### config.mk
export PLATFORM = sky130hd
export DESIGN_NAME = calc_sequencer
export DESIGN_NICKNAME = d
export VERILOG_FILES = /design/src/rtl/calc_sequencer.sv
export SDC_FILE = /design/constraint.sdc
export NUM_CORES = 1
export LEC_CHECK = 0
export CAP_MARGIN = 30
export CORE_AREA = 3 3 56 58
export DETAILED_ROUTE_END_ITERATION = 7
export DIE_AREA = 0 0 59 61
export PLACE_DENSITY_LB_ADDON = 0.3
export SYNTH_ARGS = -nofsm -noshare
export SYNTH_HDL_FRONTEND = slang
export SYNTH_SLANG_ARGS = --single-unit
export TNS_END_PERCENT = 10
### constraint.sdc
create_clock -name clk -period 2.5 [get_ports clk]
set_input_delay 0.5 -clock clk [delete_from_list [all_inputs] [get_ports clk]]
set_output_delay 0.5 -clock clk [all_outputs]
set_load 0.05 [all_outputs]
### src/rtl/calc_sequencer.sv
// Keypad sequencer for the four-digit BCD adder: converts key strobes into
// push/guardar/finalizar/clr pulses and enforces A, +, B, = entry order.
module calc_sequencer #(
    parameter int TIMEOUT = 16,
    parameter int MAX_DIG = 4
) (
    input  logic       clk,
    input  logic       rst,
    input  logic       key_valid,
    input  logic [3:0] key_code,
    input  logic       ent,
    output logic       push,
    output logic [3:0] entrada,
    output logic       guardar,
    output logic       finalizar,
    output logic       clr,
    output logic       done,
    output logic       err,
    output logic       ignored,
    output logic [2:0] state,
    output logic [2:0] dig_cnt
);

    localparam int TW = $clog2(TIMEOUT + 1);

    typedef enum logic [2:0] {
        ENTER_A  = 3'd0,
        ENTER_B  = 3'd1,
        WAIT_RES = 3'd2,
        SHOW     = 3'd3,
        RELOAD   = 3'd4,
        ERROR    = 3'd5
    } state_t;

    state_t          state_q, state_d;
    logic [2:0]      dig_cnt_q, dig_cnt_d;
    logic [3:0]      entrada_q, entrada_d;
    logic [3:0]      dig_buf_q, dig_buf_d;
    logic [TW-1:0]   tmr_q, tmr_d;
    logic            push_q, push_d;
    logic            guardar_q, guardar_d;
    logic            finalizar_q, finalizar_d;
    logic            clr_q, clr_d;
    logic            done_q, done_d;
    logic            err_q, err_d;
    logic            ignored_q, ignored_d;

    logic            key_clr, key_dig, key_add, key_eq;

    always_comb begin
        state_d     = state_q;
        dig_cnt_d   = dig_cnt_q;
        entrada_d   = entrada_q;
        dig_buf_d   = dig_buf_q;
        tmr_d       = tmr_q;
        push_d      = 1'b0;
        guardar_d   = 1'b0;
        finalizar_d = 1'b0;
        clr_d       = 1'b0;
        ignored_d   = 1'b0;

        key_clr = key_valid && (key_code == 4'hC);
        key_dig = key_valid && (key_code <= 4'd9);
        key_add = key_valid && (key_code == 4'hA);
        key_eq  = key_valid && (key_code == 4'hB);

        if (key_clr) begin
            clr_d     = 1'b1;
            state_d   = ENTER_A;
            dig_cnt_d = 3'd0;
        end else begin
            case (state_q)
                ENTER_A, ENTER_B: begin
                    if (key_dig && (dig_cnt_q < 3'(MAX_DIG))) begin
                        push_d    = 1'b1;
                        entrada_d = key_code;
                        dig_cnt_d = dig_cnt_q + 3'd1;
                    end else if (key_add && (state_q == ENTER_A) && (dig_cnt_q != 3'd0)) begin
                        guardar_d = 1'b1;
                        state_d   = ENTER_B;
                        dig_cnt_d = 3'd0;
                    end else if (key_eq && (state_q == ENTER_B) && (dig_cnt_q != 3'd0)) begin
                        finalizar_d = 1'b1;
                        state_d     = WAIT_RES;
                        tmr_d       = TW'(TIMEOUT);
                    end else if (key_valid) begin
                        ignored_d = 1'b1;
                    end
                end
                WAIT_RES: begin
                    ignored_d = key_valid;
                    // ent coinciding with the finalizar cycle belongs to a stale result
                    if (ent && !finalizar_q) begin
                        state_d = SHOW;
                    end else if (tmr_q == '0) begin
                        state_d = ERROR;
                    end else begin
                        tmr_d = tmr_q - TW'(1);
                    end
                end
                SHOW: begin
                    if (key_dig) begin
                        clr_d     = 1'b1;
                        dig_buf_d = key_code;
                        state_d   = RELOAD;
                    end else begin
                        ignored_d = key_valid;
                    end
                end
                RELOAD: begin
                    push_d    = 1'b1;
                    entrada_d = dig_buf_q;
                    dig_cnt_d = 3'd1;
                    state_d   = ENTER_A;
                    ignored_d = key_valid;
                end
                ERROR: begin
                    ignored_d = key_valid;
                end
                default: begin
                    state_d = ENTER_A;
                end
            endcase
        end

        done_d = (state_d == SHOW);
        err_d  = (state_d == ERROR);
    end

    always_ff @(posedge clk or negedge rst) begin
        if (!rst) begin
            state_q     <= ENTER_A;
            dig_cnt_q   <= 3'd0;
            entrada_q   <= 4'd0;
            dig_buf_q   <= 4'd0;
            tmr_q       <= '0;
            push_q      <= 1'b0;
            guardar_q   <= 1'b0;
            finalizar_q <= 1'b0;
            clr_q       <= 1'b0;
            done_q      <= 1'b0;
            err_q       <= 1'b0;
            ignored_q   <= 1'b0;
        end else begin
            state_q     <= state_d;
            dig_cnt_q   <= dig_cnt_d;
            entrada_q   <= entrada_d;
            dig_buf_q   <= dig_buf_d;
            tmr_q       <= tmr_d;
            push_q      <= push_d;
            guardar_q   <= guardar_d;
            finalizar_q <= finalizar_d;
            clr_q       <= clr_d;
            done_q      <= done_d;
            err_q       <= err_d;
            ignored_q   <= ignored_d;
        end
    end

    assign push      = push_q;
    assign entrada   = entrada_q;
    assign guardar   = guardar_q;
    assign finalizar = finalizar_q;
    assign clr       = clr_q;
    assign done      = done_q;
    assign err       = err_q;
    assign ignored   = ignored_q;
    assign state     = state_q;
    assign dig_cnt   = dig_cnt_q;

endmodule

Run 1, M1 wires:
Scale bar: 20 um. Supply wires on this layer in gray. Cells faint in the background.
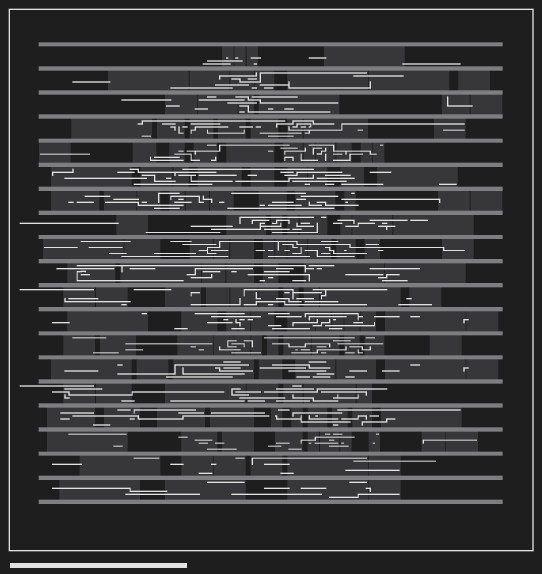
- longest straight run: 25.8 um
- wire length on this layer: 1330 um
- share of all routed wire: 44%
- nets with wire on the layer: 150
vias after detailed routing: 1151
grt met1 use: 0.2373
Post-Route WL: 3003 um

Run 1, routed metal, one color a layer:
Only two layers are drawn.
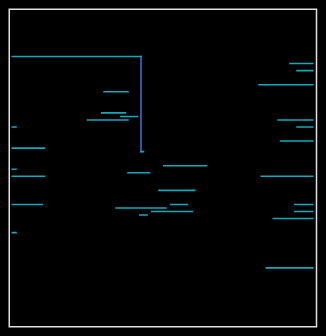
- blue: met4 (wire length 18.4 um)
- cyan: met3 (wire length 174 um)
DR WL/cell: 15.56 um
gr usage total: 0.1803

Run 1, metal 2:
Scale bar: 20 um. Cells faint in the background.
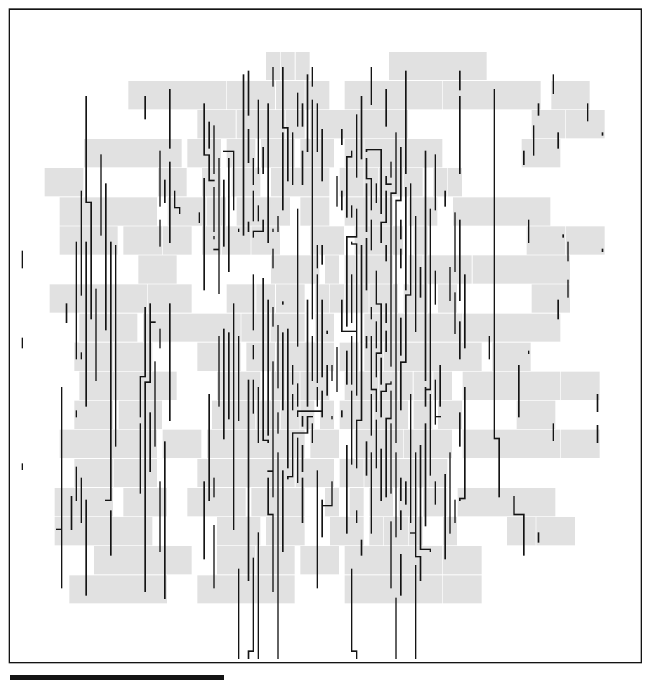
- wire length on this layer: 1490 um
- nets with wire on the layer: 150
- longest straight run: 32.6 um
global routing usage on met2: 0.3060

==> flow_summary_export.csv, run 1 <==
group,metric,value,unit
synthesis,yosys-stat-area,1501,um2
clock_tree,h-tree-depth,1,
clock_tree,clock_sinks,26,
clock_tree,clk_latency,0.32,ns
finish,fin_cells,193,
flow_run,warnings,28,
synthesis,top_cell_area_share,0.4333,
finish,largest_register_ff_count,5,
finish,final_nets,175,
detailed_routing,ant_nets,0,
setup_path,worstPathRequired,2.00,ns
setup_path,r2r-start,"state[2]$_DFF_PN0_",
synthesis,synth-async-reset-ratio,1.000,
timing,setup_viol,0,
setup_path,critPathCaptureType,"output pin",
status,status,"finished, final reports clean",
synthesis,top_cells_by_count,"dfrtp_1, inv_1, mux2_2",
floorplanning,io_pins,25,
timing,max-slew-margin-rel,0.6313,
setup_path,r2r_end,"entrada[2]$_DFFE_PN0P_",
timing,whs,0.5277,ns
clock_tree,postCtsSetupBuffers,0,
clock_tree,clk_pin_slew,0.15,ns
detailed_routing,drc,0,
setup_path,path_buffers,1,
power_and_ir_drop,vdd_drop_max,0.7322,mV
synthesis,syn_area,1501,um2
finish,top_register,"tmr_q",
synthesis,ys_ff,26,
detailed_routing,first_pass_iters,4,
place,dp_hpwl,2290,um
floorplanning,core,2710,um2
setup_path,cp_data_arrival_time,1.78,ns
clock_tree,cts_root_buf,"clkbuf_4",
grt,grt_pass1_wl,4954,um
synthesis,yosys_warnings,0,
place,place_congestion,0.9236,
power_and_ir_drop,cellPowerDensity,979.9,nW/um2
finish,final_cell_mix,"dfrtp_1, clkdlybuf4s50_1, inv_1, mux2_2",
place,dpl.cell_count,189,
synthesis,ys_sh_simple,0.1867,
setup_path,critPathMaxFanout,11,
setup_path,cp-start-kind,"flip-flop",
timing,rsz0062_at_grt,"no",
finish,fin_util,0.6657,
synthesis,syn-num-nets,148,
synthesis,syn_inst,136,
setup_path,worstSetupPathType,"flip-flop to output pin",
setup_path,slowest_delay,0.88,ns
clock_tree,post_cts_resized,0,
synthesis,edf_count,0,
clock_tree,cts_tree,"built",
timing,tightest_slew,0.5489,ns
finish,logic_area,767.0,um2
finish,ff_latch_area,650.6,um2
timing,fin_crit,2.282,ns
synthesis,top_cells_by_area,"dfrtp_1, mux2_2, mux2_4",
detailed_routing,via_per_inst,5.964,
min_path,hold_path.class,"input pin to async pin",
timing,tns,0,ns
synthesis,synthAdderAreaFrac,0.03333,
setup_path,r2r.worst_path.cells,4,
synthesis,synth-main-ff-cell,"dfrtp_1",
grt,antenna_found_initial,0,
run 1: final cells by class:
class / count / area share
timing repair buffer: 28 / 0.1498
multi-input combinational: 93 / 0.4251
sequential: 26 / 0.3606
tap: 31 / 0.02150
inverter: 11 / 0.02288
clock buffer: 4 / 0.02011
run 1: worst max-delay path by stage:
stage / from / endpoint / slack (ns) / cells past startpoint
after CTS: state[1]$_DFF_PN0_ / state[1] / 0.21 / 1
after global routing: state[0]$_DFF_PN0_ / state[0] / 0.14 / 1
final: state[0]$_DFF_PN0_ / state[0] / 0.22 / 1
after floorplan: state[2]$_DFF_PN0_ / entrada[0]$_DFFE_PN0P_ / 0.43 / 5
after global placement: key_code[2] / tmr_q[1]$_DFFE_PN0P_ / 0.20 / 5
after detailed placement: key_code[2] / tmr_q[3]$_DFFE_PN0P_ / 0.14 / 5
run 1: metal layers:
| metal | wire length [um] | GRT usage | vias to the layer above |
|---|---|---|---|
| met5 | 0 | 0 | - |
| met4 | 18 | 0.05502 | 0 |
| met3 | 173 | 0.02979 | 2 |
| met2 | 1485 | 0.3060 | 42 |
| met1 | 1326 | 0.2373 | 559 |
| li1 | - | - | 548 |
run 1: where the power goes:
part	switching, mW	leakage [nW]	internal (mW)	total [mW]
logic	0.540	0.444	0.364	0.905
registers	0.110	0.341	0.540	0.650
clock network	0.125	0.0210	0.0889	0.213
total	0.775	0.806	0.993	1.77
run 1: through the flow:
step / power, mW / cell area, um2 / setup slack (ns)
after global placement: 1.532 / 1768 / 0.2035
final: 1.768 / 1804 / 0.2185
after detailed placement: 1.562 / 1768 / 0.1367
after global routing: 1.875 / 1804 / 0.1444
after CTS: 1.783 / 1804 / 0.2131
after floorplan: 1.299 / 1501 / 0.4304
==> run 1 -> run 2 <==
- CORE_AREA: 3 3 56 58 -> 3 3 66 68
- DIE_AREA: 0 0 59 61 -> 0 0 69 71
- clock period: 2.5 -> 2.7 ns (I/O delays scaled with it)
==> run 2 against run 1 <==
Against the previous run:
- via count rose by 0.35%
- clock power rose by 18%
- sequential cell count did not move
- synthesized cell count did not move
- sequential power fell by 7.2%
- first-iteration DRC count rose by 70%
- register-to-register slack improved by 0.15 ns
- cell count rose by 9.3%
- non-clock buffer count fell by 1
- worst hold slack got worse by 0.018 ns
==> flow_summary_export.csv, run 2 <==
group,metric,value,unit
synthesis,syn_inst,136,
min_path,hold_path.class,"flip-flop to flip-flop",
synthesis,yosys-stat-area,1501,um2
finish,fin_cells,211,
timing,setup_viol,0,
synthesis,syn-num-nets,148,
place,dp_hpwl,2398,um
finish,final_nets,174,
synthesis,ys_ff,26,
detailed_routing,num_vias,1155,
power_and_ir_drop,leakage,0.8079,nW
clock_tree,h-tree-depth,1,
timing,finalClockPeriodUsage,0.8400,
finish,drive_above_1_share,0.2050,
power_and_ir_drop,swShare,0.4299,
clock_tree,cts_buffers,3,
synthesis,synth-main-ff-cell,"dfrtp_1",
setup_path,critPathCaptureType,"output pin",
clock_tree,clk_pin_slew,0.09,ns
place,io_buffers,24,
synthesis,top_cells_by_count,"dfrtp_1, inv_1, mux2_2",
detailed_routing,first_pass_iters,4,
floorplanning,die_h,71,um
setup_path,slowest_delay,0.88,ns
finish,nFillCells,373,
clock_tree,cts.path.max_buffers,2,
power_and_ir_drop,top_power_group,"combinational logic",
synthesis,syn_area_per_cell,11.04,um2
status,status,"finished, final reports clean",
finish,antenna_cells,0,
setup_path,critPathMaxFanout,12,
power_and_ir_drop,clockPowerShare,0.148,
clock_tree,cts_tree,"built",
grt,grt_max_degree,27,
place,dp_slack,0.2813,ns
power_and_ir_drop,p_seq_frac,0.355,
place,dpl.cell_count,207,
grt,grt_use_total,0.1432,
timing,rsz0062_at_grt,"no",
grt,overflow,0,
synthesis,ys_cells,136,
timing,tns,0,ns
place,placed_cell_area,1784,um2
timing,whs,0.5097,ns
finish,top_register,"tmr_q",
setup_path,cp_data_arrival_time,1.73,ns
clock_tree,post_cts_resized,0,
grt,grt_use_met2,0.2309,
floorplanning,fp_util,0.3836,
power_and_ir_drop,sequentialPower,603,uW
clock_tree,clock_sinks,26,
setup_path,cp_slowest_cell,"clkdlybuf4s50_1",
power_and_ir_drop,power.total,1.700,mW
grt,antenna_found_initial,0,
setup_path,cp-start-kind,"flip-flop",
setup_path,worstPathRequired,2.16,ns
detailed_routing,routedWlPerCell,15.59,um
detailed_routing,via_per_inst,5.474,
power_and_ir_drop,cellPowerDensity,924.2,nW/um2
grt,first_global_vias,1184,
flow_run,warnings,28,
setup_path,critPathTopFamily,"buffers and inverters",
detailed_routing,drt-total-wl,3290,um
synthesis,synthDistinctLibCells,42,
clock_tree,cts_root_buf,"clkbuf_8",
power_and_ir_drop,vdd_drop_max,0.4432,mV
floorplanning,io_pins,25,
timing,fin_crit,2.268,ns
synthesis,post-synth-top-count-cell,"dfrtp_1",
timing,finalHoldViolCount,0,
synthesis,yosysSeqAreaShare,0.4333,
synthesis,top_cell_area_share,0.4333,
timing,skew,0.004669,ns
clock_tree,ctsHoldBuffers,0,
setup_path,path_cells,"clkdlybuf4s50_1",
power_and_ir_drop,internal-power,969.0,uW
setup_path,path_buffers,1,
timing,max-slew-margin-rel,0.5747,
timing,fmax,440.9,MHz
finish,final_common_cell,"dfrtp_1",
clock_tree,clk_latency,0.27,ns
power_and_ir_drop,powerClk,251,uW
detailed_routing,drc,0,
finish,final_cell_mix,"dfrtp_1, clkdlybuf4s50_1, inv_1, mux2_2",
finish,fin_util,0.4699,
synthesis,synth-async-reset-ratio,1.000,
synthesis,yosysTopAreaCell,"dfrtp_1",
detailed_routing,drt-initial-drc-count,51,
timing,drv_slew,0,
setup_path,worstSetupPathType,"flip-flop to output pin",
finish,largest_register_ff_count,5,
detailed_routing,ant_nets,0,
power_and_ir_drop,p_comb,846,uW
flow_run,cap_violations,0,
timing,tightest_slew,0.6330,ns
floorplanning,die_w,69,um
place,place_congestion,0.8779,
floorplanning,chip_area,4899,um2
synthesis,top_cells_by_area,"dfrtp_1, mux2_2, mux2_4",
floorplanning,row_count,23,
clock_tree,postCtsSetupBuffers,0,
floorplanning,core,3914,um2
power_and_ir_drop,p_comb_frac,0.497,
synthesis,syn_area,1501,um2
synthesis,edf_count,0,
grt,grt_pass1_wl,5740,um
power_and_ir_drop,netSwitchingPower,730.9,uW
synthesis,yosys_warnings,0,
[run 2: cell count changes in the layout (fill, tap and decap cells not counted)]
cell	delta
buf_4	-1
clkbuf_8	+3
clkbuf_4	-3
[run 2: cells by family after synthesis]
logic type,share of synthesized area
AOI/OAI and AO/OA,0.1550
xor gates and xnor gates,0.005834
adders and majority gates,0.03333
buffers and inverters,0.05583
DFF,0.4333
muxes,0.1300
and+or+nand+nor,0.1867
[run 2: per-layer routing]
layer | vias up | share of wire
met5 | - | 0
met4 | 0 | 0.0073
met3 | 2 | 0.040
met2 | 33 | 0.49
met1 | 568 | 0.46
li1 | 552 | -
[run 2: path summary, 6_finish.rpt]
path | start | to | slack, ns | depth (start not counted)
setup / recovery | state[1]$_DFF_PN0_ | state[1] | 0.43 | 1
hold / removal | dig_buf_q[2]$_DFFE_PN0P_ | dig_buf_q[2]$_DFFE_PN0P_ | 0.51 | 1
setup reg to reg | state[2]$_DFF_PN0_ | entrada[3]$_DFFE_PN0P_ | 0.70 | 4
hold reg to reg | dig_buf_q[2]$_DFFE_PN0P_ | dig_buf_q[2]$_DFFE_PN0P_ | 0.51 | 1
max in group asynchronous | rst | dig_buf_q[0]$_DFFE_PN0P_ | 1.82 | 2
min in group asynchronous | rst | state[2]$_DFF_PN0_ | 0.63 | 2
[run 2: final cells by class]
class / instances / area [um2] / share of cell area
clock buffers: 4 / 55.05 / 0.02993
inverters: 11 / 41.29 / 0.02245
multi-input cells: 93 / 767.0 / 0.4170
flip-flops and latches: 26 / 650.6 / 0.3537
well taps: 50 / 62.56 / 0.03401
repair buffers: 27 / 262.8 / 0.1429
[run 2: worst reg2reg max path: cells and delay by family (launching register included)]
kind / cells / cell delay [ns]
mux: 2 / 0.67
flops: 1 / 0.55
simple gates: 1 / 0.56
buf+inv: 1 / 0.12
Run 2, routing congestion map:
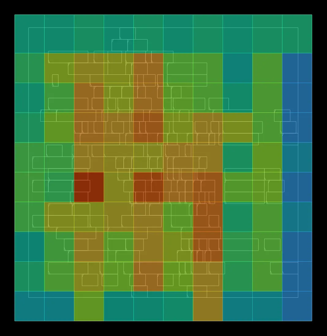
GRT busiest layer: met2
grt met1 use: 0.1943
GR Layer Usage met3: 0.02557

Run 2, cells by drive strength:
Scale bar: 20 um.
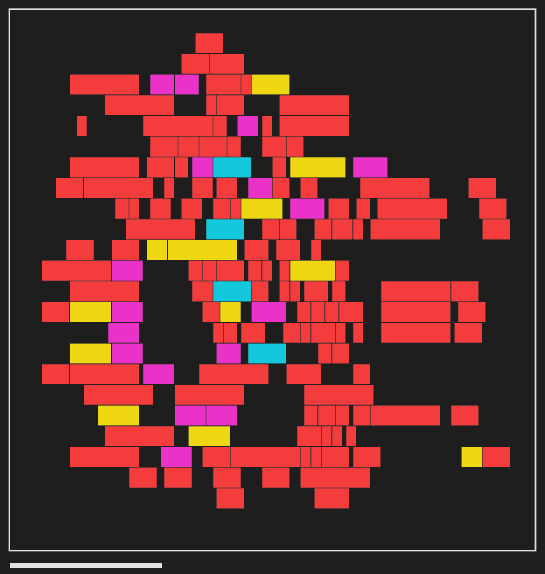
- red: drive 1 or less (cells 128; share 80%; most used dfrtp_1)
- magenta: drive 2 (cells 17; share 11%; most used mux2_2)
- cyan: drive 6 and up (cells 4; share 2.5%; most used clkbuf_8)
- yellow: drive 3 to 4 (cells 12; share 7.5%; most used mux2_4)
Buffers, non-clock: 27
Final WS setup: 0.4320 ns
post-route cell area: 1839 um2
Synth-to-Final Area Change: 22.50%

Run 2, layout detail:
Scale bar: 10 um. Region (14, 1) to (54, 41) um. Cells in gray, sequential cells in the stronger gray; small squares are vias.
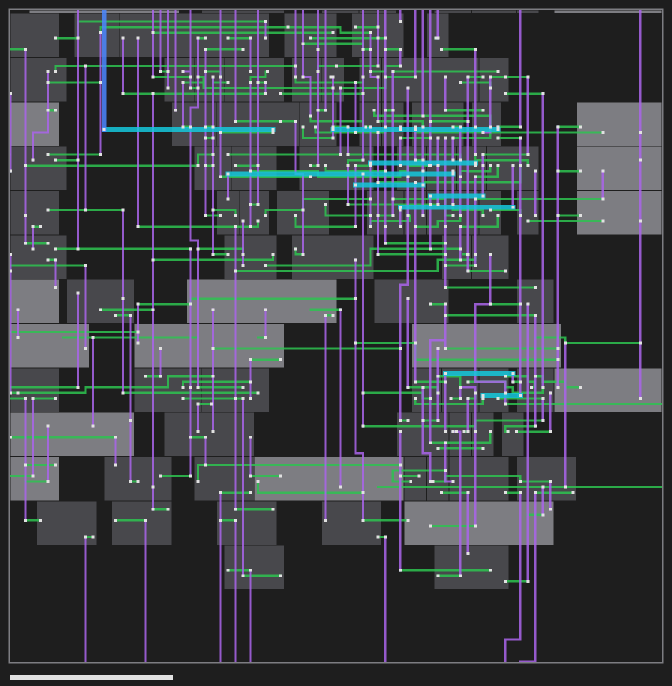
- cyan: met3
- blue: met4
- purple: met2
- green: met1
- sequential cells in the window: 11
- cells with their middle in the window: 82
- most frequent: dfrtp_1 (11), clkdlybuf4s50_1 (9), mux2_2 (8)
- netlist names of flops here include: dig_cnt (3), dig_buf_q (2), entrada (2)

Power and IR drop assume default switching activity.
